===== src/rtl/serial_arb_pkg.sv =====
// serial_arb_pkg: shared state type, widths and round-robin pick for serial_tx_arbiter
package serial_arb_pkg;
   typedef enum logic {IDLE, GRANT} state_t;
   localparam int BYTE_W = 8;
   localparam int ENTRY_W = BYTE_W + 1;
   // Scans 4 slots ascending from rr_ptr with wrap; slots beyond NUM_REQ must be zero.
   function automatic logic [3:0] rr_pick(input logic [3:0] nonempty, input logic [1:0] rr_ptr);
      logic [1:0] idx;
      rr_pick = '0;
      for (int i = 3; i >= 0; i--) begin
         idx = rr_ptr + 2'(i);
         if (nonempty[idx]) rr_pick = 4'b1 << idx;
      end
   endfunction
endpackage


===== src/rtl/sync_fifo.sv =====
// sync_fifo: register-array FIFO with wrap-bit pointers; head is readable as dout whenever not empty
module sync_fifo #(
   parameter int WIDTH = 9,
   parameter int DEPTH = 4,
   localparam int AW = $clog2(DEPTH)
) (
   input  logic clock,
   input  logic reset,
   input  logic push,
   input  logic pop,
   input  logic [WIDTH-1:0] din,
   output logic [WIDTH-1:0] dout,
   output logic full,
   output logic empty,
   output logic [AW:0] count
);
   logic [WIDTH-1:0] mem [DEPTH];
   logic [AW:0] wr_ptr, rd_ptr;
   assign count = wr_ptr - rd_ptr;
   assign empty = wr_ptr == rd_ptr;
   assign full = count == (AW+1)'(DEPTH);
   assign dout = mem[rd_ptr[AW-1:0]];
   always_ff @(posedge clock) begin
      if (reset) begin
         wr_ptr <= '0;
         rd_ptr <= '0;
      end else begin
         if (push && !full) wr_ptr <= wr_ptr + 1'b1;
         if (pop && !empty) rd_ptr <= rd_ptr + 1'b1;
      end
   end
   always_ff @(posedge clock)
      if (push && !full) mem[wr_ptr[AW-1:0]] <= din;
endmodule


===== src/rtl/serial_tx_arbiter.sv =====
// serial_tx_arbiter: round-robin, message-atomic sharing of one serial byte port among NUM_REQ FIFOs
module serial_tx_arbiter
   import serial_arb_pkg::*;
#(
   parameter int NUM_REQ = 2,
   parameter int FIFO_DEPTH = 4,
   parameter int TIMEOUT = 64
) (
   input  logic clock,
   input  logic reset,
   input  logic [NUM_REQ*BYTE_W-1:0] req_data,
   input  logic [NUM_REQ-1:0] req_last,
   input  logic [NUM_REQ-1:0] req_valid,
   output logic [NUM_REQ-1:0] req_ready,
   input  logic serial_ready_in,
   output logic [BYTE_W-1:0] serial_out,
   output logic serial_wren_out,
   output logic [NUM_REQ-1:0] grant_out,
   output logic busy_out
);
   localparam int IW = $clog2(NUM_REQ);
   localparam int CW = TIMEOUT > 1 ? $clog2(TIMEOUT) : 1;
   localparam int AW = $clog2(FIFO_DEPTH);
   state_t state;
   logic [IW-1:0] owner, rr_ptr, pick_idx, next_ptr;
   logic [CW-1:0] idle_cnt;
   logic [NUM_REQ-1:0] full, empty, nonempty, push, pop;
   logic [ENTRY_W-1:0] dout [NUM_REQ];
   logic [AW:0] count [NUM_REQ];
   logic [3:0] pick;
   logic [ENTRY_W-1:0] head;
   logic head_valid, any_data;
   for (genvar i = 0; i < NUM_REQ; i++) begin : g_fifo
      assign req_ready[i] = !reset && !full[i];
      assign push[i] = req_valid[i] && req_ready[i];
      assign pop[i] = state == GRANT && owner == IW'(i) && !empty[i] && serial_ready_in;
      sync_fifo #(.WIDTH(ENTRY_W), .DEPTH(FIFO_DEPTH)) u_fifo (
         .clock(clock),
         .reset(reset),
         .push(push[i]),
         .pop(pop[i]),
         .din({req_last[i], req_data[i*BYTE_W +: BYTE_W]}),
         .dout(dout[i]),
         .full(full[i]),
         .empty(empty[i]),
         .count(count[i])
      );
   end
   assign nonempty = ~empty;
   assign pick = rr_pick(4'(nonempty), 2'(rr_ptr));
   assign head = dout[owner];
   assign head_valid = !empty[owner];
   assign next_ptr = owner == IW'(NUM_REQ - 1) ? '0 : owner + 1'b1;
   assign busy_out = !reset && (state == GRANT || any_data);
   always_comb begin
      any_data = 1'b0;
      pick_idx = '0;
      for (int i = 0; i < NUM_REQ; i++) begin
         any_data = any_data | (count[i] != '0);
         if (pick[i]) pick_idx = IW'(i);
      end
   end
   // Backpressure with data waiting never reaches the idle counter: only an empty owner FIFO counts.
   always_ff @(posedge clock) begin
      serial_wren_out <= 1'b0;
      if (reset) begin
         state <= IDLE;
         owner <= '0;
         rr_ptr <= '0;
         idle_cnt <= '0;
         serial_out <= '0;
         grant_out <= '0;
      end else if (state == IDLE) begin
         if (|pick) begin
            state <= GRANT;
            owner <= pick_idx;
            grant_out <= pick[NUM_REQ-1:0];
            idle_cnt <= '0;
         end
      end else if (head_valid) begin
         if (serial_ready_in) begin
            serial_out <= head[BYTE_W-1:0];
            serial_wren_out <= 1'b1;
            idle_cnt <= '0;
            if (head[BYTE_W]) begin
               state <= IDLE;
               rr_ptr <= next_ptr;
               grant_out <= '0;
            end
         end
      end else if (idle_cnt == CW'(TIMEOUT - 1)) begin
         state <= IDLE;
         rr_ptr <= next_ptr;
         grant_out <= '0;
      end else
         idle_cnt <= idle_cnt + 1'b1;
   end
endmodule

===== config.mk =====
export PLATFORM = sky130hd
export DESIGN_NAME = serial_tx_arbiter
export DESIGN_NICKNAME = d
export VERILOG_FILES = /design/src/rtl/serial_arb_pkg.sv /design/src/rtl/sync_fifo.sv /design/src/rtl/serial_tx_arbiter.sv
export SDC_FILE = /design/constraint.sdc
export NUM_CORES = 1
export LEC_CHECK = 0
export CORE_UTILIZATION = 45
export CTS_CLUSTER_SIZE = 20
export DETAILED_ROUTE_END_ITERATION = 8
export DONT_BUFFER_PORTS = 1
export PLACE_DENSITY_LB_ADDON = 0.12
export SLEW_MARGIN = 20
export SYNTH_ARGS = -nofsm -noshare
export SYNTH_HDL_FRONTEND = slang
export SYNTH_SLANG_ARGS = --single-unit

===== constraint.sdc =====
create_clock -name clock -period 3.25 [get_ports clock]
set_input_delay 0.975 -clock clock [delete_from_list [all_inputs] [get_ports clock]]
set_output_delay 0.975 -clock clock [all_outputs]
set_load 0.02 [all_outputs]

**Cells colored by class**

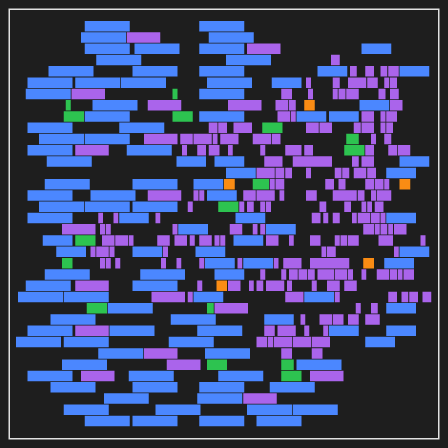
Orange stands for other buffers and delay cells, cells 5, share of their area 0.79%. Green stands for clock drivers and dummy loads, cells 16, share of their area 3.6%. Blue stands for flops, cells 108, share of their area 61%. Purple stands for combinational and other logic, cells 212, share of their area 35%.
CORE AREA: 9860 µm²
register share of the cell area: 58.6%
Row Count: 36
final core occ: 49.8%
Design Area, Final: 4920 µm²

**Track usage over the die**

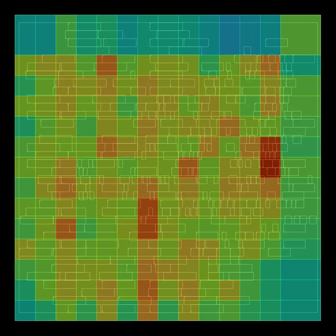
layer with the highest usage: met2
grt met2 use: 28.3%

==> impl_metrics.json <==
{
  "cts_sinks": 108,
  "crit_type": "register to output pin",
  "drive_above_1_share_pct": 14.1,
  "ys_async_sr_fraction_pct": 0,
  "met1_length_um": 3720,
  "flop-count": 108,
  "fillers": 858,
  "clock_latency_ps": 370,
  "reg2reg_slack_ps": 750,
  "grt_use_total_pct": 17.6,
  "cp_slowest_stage_delay_ps": 350,
  "die_width_um": 103,
  "critPathBufInv": 2,
  "mux_area_share_pct": 8.80,
  "comb_share_pct": 32.6,
  "period_minus_slack_ps": 2980,
  "syn_avg_cell_area_um2": 13.7,
  "grt_pass1_vias": 2593,
  "setup_viol": 0,
  "start_kind": "register",
  "overflow": 0,
  "hold_viol_final": 0,
  "logic_family": "simple AND/OR/NAND/NOR gates",
  "worstReg2RegStart": "g_fifo[0].u_fifo.rd_ptr[1]",
  "critPathSlowestCell": "dfxtp_1",
  "min_path_cells": 2,
  "report.power.total_mw": 2.89,
  "n_all_inverters": 14,
  "yosys-stat-area_um2": 4610,
  "clkCellAreaFrac_pct": 3.51,
  "cp-end-kind": "output pin",
  "rsz0062_at_grt": "false",
  "tap_cells": 133,
  "post-dp-hpwl_um": 5760,
  "synth.yosys.warnings": 0,
  "nets": 374,
  "syn_inst": 336,
  "route.met2.wl_um": 4020,
  "drv_cap": 0,
  "clkbuf_count": 10,
  "synth-edff-count": 72,
  "final_common_cell": "edfxtp_1",
  "mostFrequentLayoutCells": "72 x edfxtp_1, 36 x dfxtp_1, 32 x nand2_1",
  "status": "finished clean",
  "wl_per_cell_um": 17.6,
  "crit_family": "AND-OR/OR-AND gates",
  "postCtsHoldBufs": 0,
  "synth_cell_type_count": 44,
  "cp.depth": 7,
  "vias_per_cell": 5.37,
  "comb_cells": 198,
  "nonClkBufAreaFrac_pct": 0.763,
  "grt_max_degree": 47,
  "ys_sh_aoi_pct": 9.58,
  "p_per_area_nw_per_um2": 587,
  "dr.pass1.iters": 4,
  "path_clk_slew_ps": 100,
  "dieArea_um2": 10600,
  "numCtsBuffers": 9,
  "dominant_cells": "sequential cells",
  "grt_pass1_wl_um": 13400,
  "crit_end": "busy_out",
  "hold_class": "register to register",
  "die_h_um": 103,
  "cp_cell_sequence": "inv_1 -> ha_1 -> nor2b_1 -> o21ai_1 -> nand2_1 -> a31oi_1 -> buf_4",
  "post-synth-top-count-cell": "edfxtp_1",
  "leakage_nw": 1.60,
  "worst_pin_slew_ps": 713,
  "ys.flop_type": "edfxtp_1",
  "ios": 37,
  "crit_path_start": "g_fifo[1].u_fifo.rd_ptr[1]",
  "drt_wl_total_um": 8360,
  "dpl_cell_area_um2": 4740,
  "cts_root_buf": "clkbuf_8",
  "post_cts_resized": 0,
  "finalClockPeriodUsage_pct": 91.7,
  "r2r-end": "g_fifo[0].u_fifo.mem[3][4]",
  "ctsLongestPathBuffers": 2,
  "cts_tree": "yes",
  "ys_sh_adder_pct": 4.07,
  "crit_required_ps": 2270,
  "top_layer_used": "met4",
  "vdd.ir_drop.worst_mv": 0.370,
  "synthTopCellsByArea": "edfxtp_1 47%, dfxtp_1 16%, mux4_2 8.8%",
  "synthTopCellsByCount": "72 x edfxtp_1, 36 x dfxtp_1, 32 x nand2_1",
  "use_met1_pct": 21.6,
  "holdPathEnd": "idle_cnt[3]",
  "slew_headroom_pct": 52.5,
  "drt-initial-drc-count": 111,
  "place.gp.congestion": 0.815,
  "dpl.cell_count": 458,
  "io_buffers": 0,
  "n_antenna_cell": 0,
  "whs_ps": 522,
  "htreeDepth": 3,
  "synth_top_area_share_pct": 46.9,
  "yosysTopAreaCell": "edfxtp_1",
  "warnings": 32,
  "synth-xor-area-share_pct": 1.90,
  "slew_viol_final": 0,
  "critPathArrivalTime_ps": 2010,
  "combGateArea_um2": 1610,
  "simple_gate_share_pct": 10.5
}
**Sizing map**

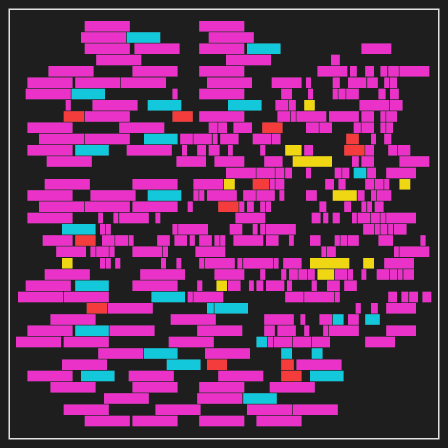
Cyan stands for _2 cells, cells 25. Yellow stands for _3 and _4 cells, cells 11. Red stands for _6 and larger, cells 12. Magenta stands for _0 and _1 cells, cells 293.
final worst-path setup slack: 269 ps
Buffers excl. clock: 5
area grow syn2layout: 6.71%

**Sequential cells grouped by signal name**

Other sequential cells in the stronger gray, the rest of the logic in the fainter gray.
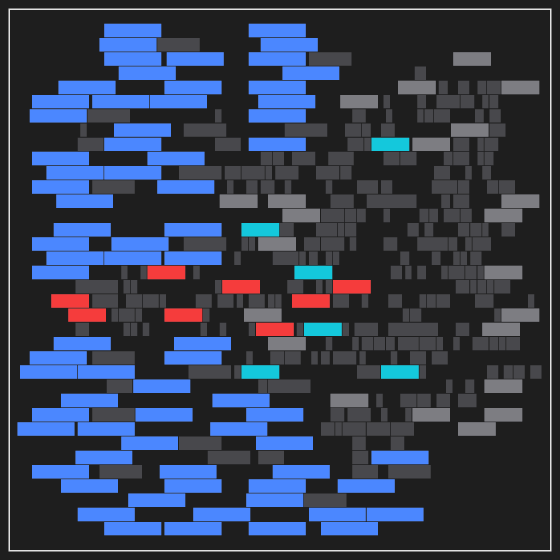
Cyan stands for g_fifo.u_fifo.rd_ptr, sequential cells 6, where middle. Blue stands for g_fifo.u_fifo.mem, sequential cells 72. Red stands for serial_out, sequential cells 8.
Another 22 sequential cells are not colored.
register area: 2880 µm²
P_seq: 1.65 mW

state kept, by name (all words and copies together) (netlist names), named ones only:
register,cells
g_fifo.u_fifo.mem,72
g_fifo.u_fifo.rd_ptr,6
g_fifo.u_fifo.wr_ptr,6
grant_out,2
idle_cnt,6
owner,1
rr_ptr,1
serial_out,8
serial_wren_out,1
state,1
worst min-delay path, cell delays in order (launching register included):
cell and delay [ps]:
dfxtp_1 340, inv_1 70, a221oi_1 70
report_power, final:
| group | internal [mW] | switching (mW) | total, mW | leakage [nW] |
|---|---|---|---|---|
| sequential | 1.55 | 0.0987 | 1.65 | 0.945 |
| clock | 0.286 | 0.461 | 0.747 | 0.0866 |
| combinational | 0.187 | 0.301 | 0.488 | 0.564 |
Power and IR drop assume default switching activity.
